[src/rtl/button_conditioner.sv]
// button_conditioner: synchronises, debounces and classifies a raw push-button pin.
// Build option: define BUTTON_AUTO_REPEAT_EN to emit repeated press_pulse strobes during a long hold.
// Ports:
//   clk           rising-edge system clock
//   rstn          synchronous reset, active-high (1 = reset)
//   btn_in        raw asynchronous button pin
//   btn_level     debounced pressed level (1 = pressed)
//   press_pulse   one-cycle strobe per accepted press (plus auto-repeats when enabled)
//   release_pulse one-cycle strobe per accepted release
//   long_pulse    one-cycle strobe when a hold reaches LONG_CYCLES
module button_conditioner #(
  parameter int unsigned DEBOUNCE_CYCLES = 50000,
  parameter int unsigned LONG_CYCLES     = 50000000,
  parameter int unsigned REPEAT_CYCLES   = 10000000,
  parameter bit          ACTIVE_LOW      = 1'b1
) (
  input  logic clk,
  input  logic rstn,
  input  logic btn_in,
  output logic btn_level,
  output logic press_pulse,
  output logic release_pulse,
  output logic long_pulse
);

  localparam int DW = (DEBOUNCE_CYCLES > 1) ? $clog2(DEBOUNCE_CYCLES) : 1;
  localparam int HW = (LONG_CYCLES > 1) ? $clog2(LONG_CYCLES) : 1;
  localparam logic [DW-1:0] DEB_LAST  = DW'(DEBOUNCE_CYCLES - 1);
  localparam logic [HW-1:0] HOLD_LAST = HW'(LONG_CYCLES - 1);
  // Pin level when the button is not pressed.
  localparam logic INACTIVE = ACTIVE_LOW ? 1'b1 : 1'b0;

`ifdef BUTTON_AUTO_REPEAT_EN
  localparam int RW = (REPEAT_CYCLES > 1) ? $clog2(REPEAT_CYCLES) : 1;
  localparam logic [RW-1:0] REP_LAST = RW'(REPEAT_CYCLES - 1);
`endif

  typedef enum logic [2:0] {
    IDLE,
    PRESS_WAIT,
    HELD,
    LONG_HELD,
    RELEASE_WAIT
  } state_t;

  state_t          state_q, state_d;
  logic            s1_q, s2_q;
  logic [DW-1:0]   deb_cnt_q, deb_cnt_d;
  logic [HW-1:0]   hold_cnt_q, hold_cnt_d;
  logic            long_flag_q, long_flag_d;
  logic            btn_level_q, btn_level_d;
  logic            press_q, press_d;
  logic            release_q, release_d;
  logic            long_q, long_d;
  logic            act;
`ifdef BUTTON_AUTO_REPEAT_EN
  logic [RW-1:0]   rep_cnt_q, rep_cnt_d;
`endif

  // Normalised pressed level from the synchronised pin.
  assign act = s2_q ^ INACTIVE;

  always_comb begin
    state_d     = state_q;
    deb_cnt_d   = deb_cnt_q;
    hold_cnt_d  = hold_cnt_q;
    long_flag_d = long_flag_q;
    press_d     = 1'b0;
    release_d   = 1'b0;
    long_d      = 1'b0;
`ifdef BUTTON_AUTO_REPEAT_EN
    rep_cnt_d   = rep_cnt_q;
`endif
    case (state_q)
      IDLE: begin
        if (act) begin
          state_d   = PRESS_WAIT;
          deb_cnt_d = '0;
        end
      end
      PRESS_WAIT: begin
        if (!act) begin
          state_d = IDLE;
        end else if (deb_cnt_q == DEB_LAST) begin
          state_d    = HELD;
          press_d    = 1'b1;
          hold_cnt_d = '0;
        end else begin
          deb_cnt_d = deb_cnt_q + DW'(1);
        end
      end
      HELD: begin
        if (!act) begin
          state_d   = RELEASE_WAIT;
          deb_cnt_d = '0;
        end else if (hold_cnt_q == HOLD_LAST) begin
          state_d = LONG_HELD;
          long_d  = 1'b1;
`ifdef BUTTON_AUTO_REPEAT_EN
          rep_cnt_d = '0;
`endif
        end else begin
          hold_cnt_d = hold_cnt_q + HW'(1);
        end
      end
      LONG_HELD: begin
        if (!act) begin
          state_d     = RELEASE_WAIT;
          deb_cnt_d   = '0;
          long_flag_d = 1'b1;
        end
`ifdef BUTTON_AUTO_REPEAT_EN
        else if (rep_cnt_q == REP_LAST) begin
          press_d   = 1'b1;
          rep_cnt_d = '0;
        end else begin
          rep_cnt_d = rep_cnt_q + RW'(1);
        end
`endif
      end
      RELEASE_WAIT: begin
        // A bounce back to active resumes the hold; hold_cnt (and rep_cnt)
        // keep their values so a bouncy release cannot restart the timers.
        if (act) begin
          state_d = long_flag_q ? LONG_HELD : HELD;
        end else if (deb_cnt_q == DEB_LAST) begin
          state_d     = IDLE;
          release_d   = 1'b1;
          long_flag_d = 1'b0;
        end else begin
          deb_cnt_d = deb_cnt_q + DW'(1);
        end
      end
      default: begin
        state_d = IDLE;
      end
    endcase
    btn_level_d = (state_d == HELD) || (state_d == LONG_HELD) || (state_d == RELEASE_WAIT);
  end

  always_ff @(posedge clk) begin
    if (rstn) begin
      s1_q        <= INACTIVE;
      s2_q        <= INACTIVE;
      state_q     <= IDLE;
      deb_cnt_q   <= '0;
      hold_cnt_q  <= '0;
      long_flag_q <= 1'b0;
      btn_level_q <= 1'b0;
      press_q     <= 1'b0;
      release_q   <= 1'b0;
      long_q      <= 1'b0;
`ifdef BUTTON_AUTO_REPEAT_EN
      rep_cnt_q   <= '0;
`endif
    end else begin
      s1_q        <= btn_in;
      s2_q        <= s1_q;
      state_q     <= state_d;
      deb_cnt_q   <= deb_cnt_d;
      hold_cnt_q  <= hold_cnt_d;
      long_flag_q <= long_flag_d;
      btn_level_q <= btn_level_d;
      press_q     <= press_d;
      release_q   <= release_d;
      long_q      <= long_d;
`ifdef BUTTON_AUTO_REPEAT_EN
      rep_cnt_q   <= rep_cnt_d;
`endif
    end
  end

  assign btn_level     = btn_level_q;
  assign press_pulse   = press_q;
  assign release_pulse = release_q;
  assign long_pulse    = long_q;

endmodule

[config.mk]
export PLATFORM = sky130hd
export DESIGN_NAME = button_conditioner
export DESIGN_NICKNAME = d
export VERILOG_FILES = /design/src/rtl/button_conditioner.sv
export SDC_FILE = /design/constraint.sdc
export NUM_CORES = 1
export LEC_CHECK = 0
export ABC_AREA = 1
export ABC_CLOCK_PERIOD_IN_PS = 2470
export CORE_UTILIZATION = 50
export CTS_BUF_LIST = sky130_fd_sc_hd__clkbuf_16
export DETAILED_ROUTE_END_ITERATION = 6
export PLACE_DENSITY = 0.66
export REMOVE_ABC_BUFFERS = 1
export SLEW_MARGIN = 30
export SYNTH_ARGS = -nofsm -noshare
export SYNTH_HDL_FRONTEND = slang
export SYNTH_SLANG_ARGS = --single-unit
[constraint.sdc]
create_clock -name clk -period 2.47 [get_ports clk]
set_clock_uncertainty 0.05 [all_clocks]
set_input_delay 0.494 -clock clk [delete_from_list [all_inputs] [get_ports clk]]
set_output_delay 0.494 -clock clk [all_outputs]
set_load 0.03 [all_outputs]
Fig. 1: register map, names as in the netlist
Scale: 6 px per um. Other sequential cells in the stronger gray, the rest of the logic in the fainter gray.
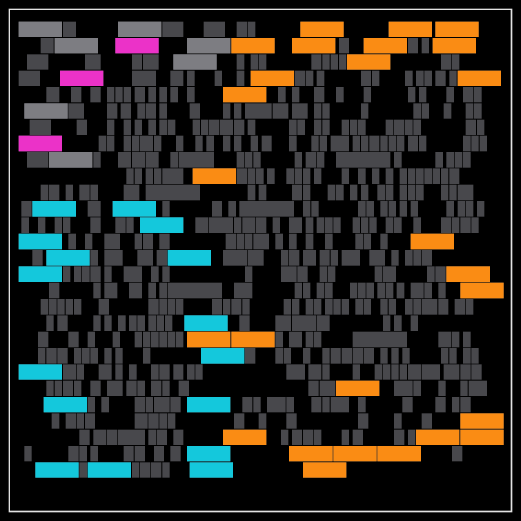
hold_cnt_q -> orange  # sequential cells 26
deb_cnt_q -> cyan  # sequential cells 16
state_q -> magenta  # sequential cells 3
Reg area: 0.00104 mm^2
final core utilization: 56.3%

Fig. 2: met3 routing
Scale: 4 px per um.
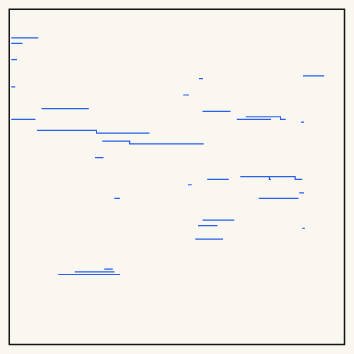
nets with wire on the layer = 21
share of all routed wire = 2.4%
drt total wl: 8150 um
via count: 3359
global-route met3 utilization: 3.26%

==> ci_impl_report.md <==
### Metrics collected by this job

| Metric | Value |
|---|---|
| Top area contributor share | 31.4% |
| Uppermost layer routed | met4 |
| Cell Type Count | 31 |
| Antenna violations before repair | 0 |
| H-tree levels | 2 |
| Pin count of the biggest net entering global routing | 35 |
| Final hold vios | 0 |
| RSZ-0062 raised after global routing | no |
| Drt first-iter violations | 149 |
| Port Buffer Count | 6 |
| I/O pins | 7 |
| Synth area leader | dfxtp_1 |
| Finished Layout Cells | 641 |
| Critical path depth | 12 |
| Ratio of cells with drive above 1 in the final layout | 6.03% |
| Clk tree area frac | 4.10% |
| Met2 usage | 46.6% |
| FMAX | 471 MHz |
| WL met2 | 4050 um |
| WL/cell | 12.7 um |
| Worst hold path type | register to register |
| Comb/total area | 56.7% |
| Syn avg cell area | 5.96 um^2 |
| Outcome | complete, no violations |
| # hold bufs at CTS | 0 |
| Fillers | 675 |
| # diodes | 0 |
| GRT overflow | 0 |
| Post-Synth Adder-Cell Area | 0.754% |
| Dpl hpwl | 6060 um |
| Top cells by area, synth | dfxtp_1, nand2_1, nor2_1, nand3_1, a21oi_1 |
| Yosys simple share | 47.8% |
| Pins Over Slew Limit | 0 |
| Clk latency late pin | 0.30 ns |
| First-pass GRT wire length | 14500 um |
| Crit start category | register |
| Aggregate global-route resource usage | 25.0% |
| Clk_buf instances | 5 |
| Non-CTS buffers | 13 |
| Synthesized area | 0.00332 mm^2 |
| Buf+Inv Stages, Crit Path | 2 |
| CP startpoint | deb_cnt_q[0]$_SDFFE_PP0P_ |
| Total power | 1.60 mW |
| Worst R2R Path Depth | 12 |
| Synth Instances | 557 |
| Tool Warnings | 25 |
| Logic area | 0.00204 mm^2 |
| Largest register FFs | 26 |
| Flop count | 52 |
| Met1 Track Usage GR | 29.5% |
| Worst path arrival time | 2.27 ns |
| Yosys aoi share | 10.5% |
| Critical path's top delay family | simple AND/OR/NAND/NOR gates |
| Cell with the most instances on the worst path | nand2_1 |
| CTS tree | built |
| Critical Path RT | 2.61 ns |
| Relative slew slack | 61.0% |
| Max cap viols | 0 |
| Reg2reg end | deb_cnt_q[6]$_SDFFE_PP0P_ |
| Reg clk slew, reported paths | 0.07 ns |
| Final hold slack | 0.360 ns |
| Die width | 83.5 um |
| Layout Nets | 568 |
| Flops after synth | 52 |
| CTS-repair resized insts | 0 |
| Mux contribution to synthesized area | 0% |
Fig. 3: cell classes on the final placement
Scale: 3 px per um.
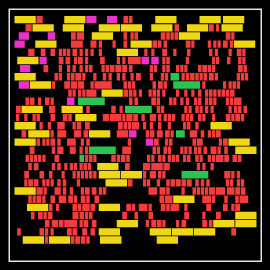
clock drivers and dummy loads -> green  # cells 8, share of their area 4.2%
remaining logic cells -> red  # cells 491, share of their area 63%
remaining buffers and delay cells -> magenta  # cells 13, share of their area 3.2%
sequential cells -> yellow  # cells 52, share of their area 30%

==> report_power, final <==
group          switching [mW]  internal, mW
Sequential            0.00424         0.841
Clock                   0.328         0.380
Combinational          0.0300        0.0124
==> Yosys cell counts <==
master,number
nand2_1,173
nor2_1,112
dfxtp_1,52
nand3_1,48
inv_1,41
a21oi_1,40
nand4_1,13
nor3_1,10
o21ai_0,9
o21bai_1,8
clkbuf_1,6
xor2_1,6
nand2_2,5
buf_1,3
nor2_2,3
or2_2,3
xnor2_1,3
a31oi_1,2
buf_4,2
buf_6,2
ha_1,2
inv_2,2
nand2_4,2
nand3b_1,2
nor2_4,2
a211oi_1,1
a21oi_4,1
buf_2,1
nand3_2,1
nor4_1,1
o31ai_1,1
Power figures rest on the tool's default switching activity, not on a simulated workload.
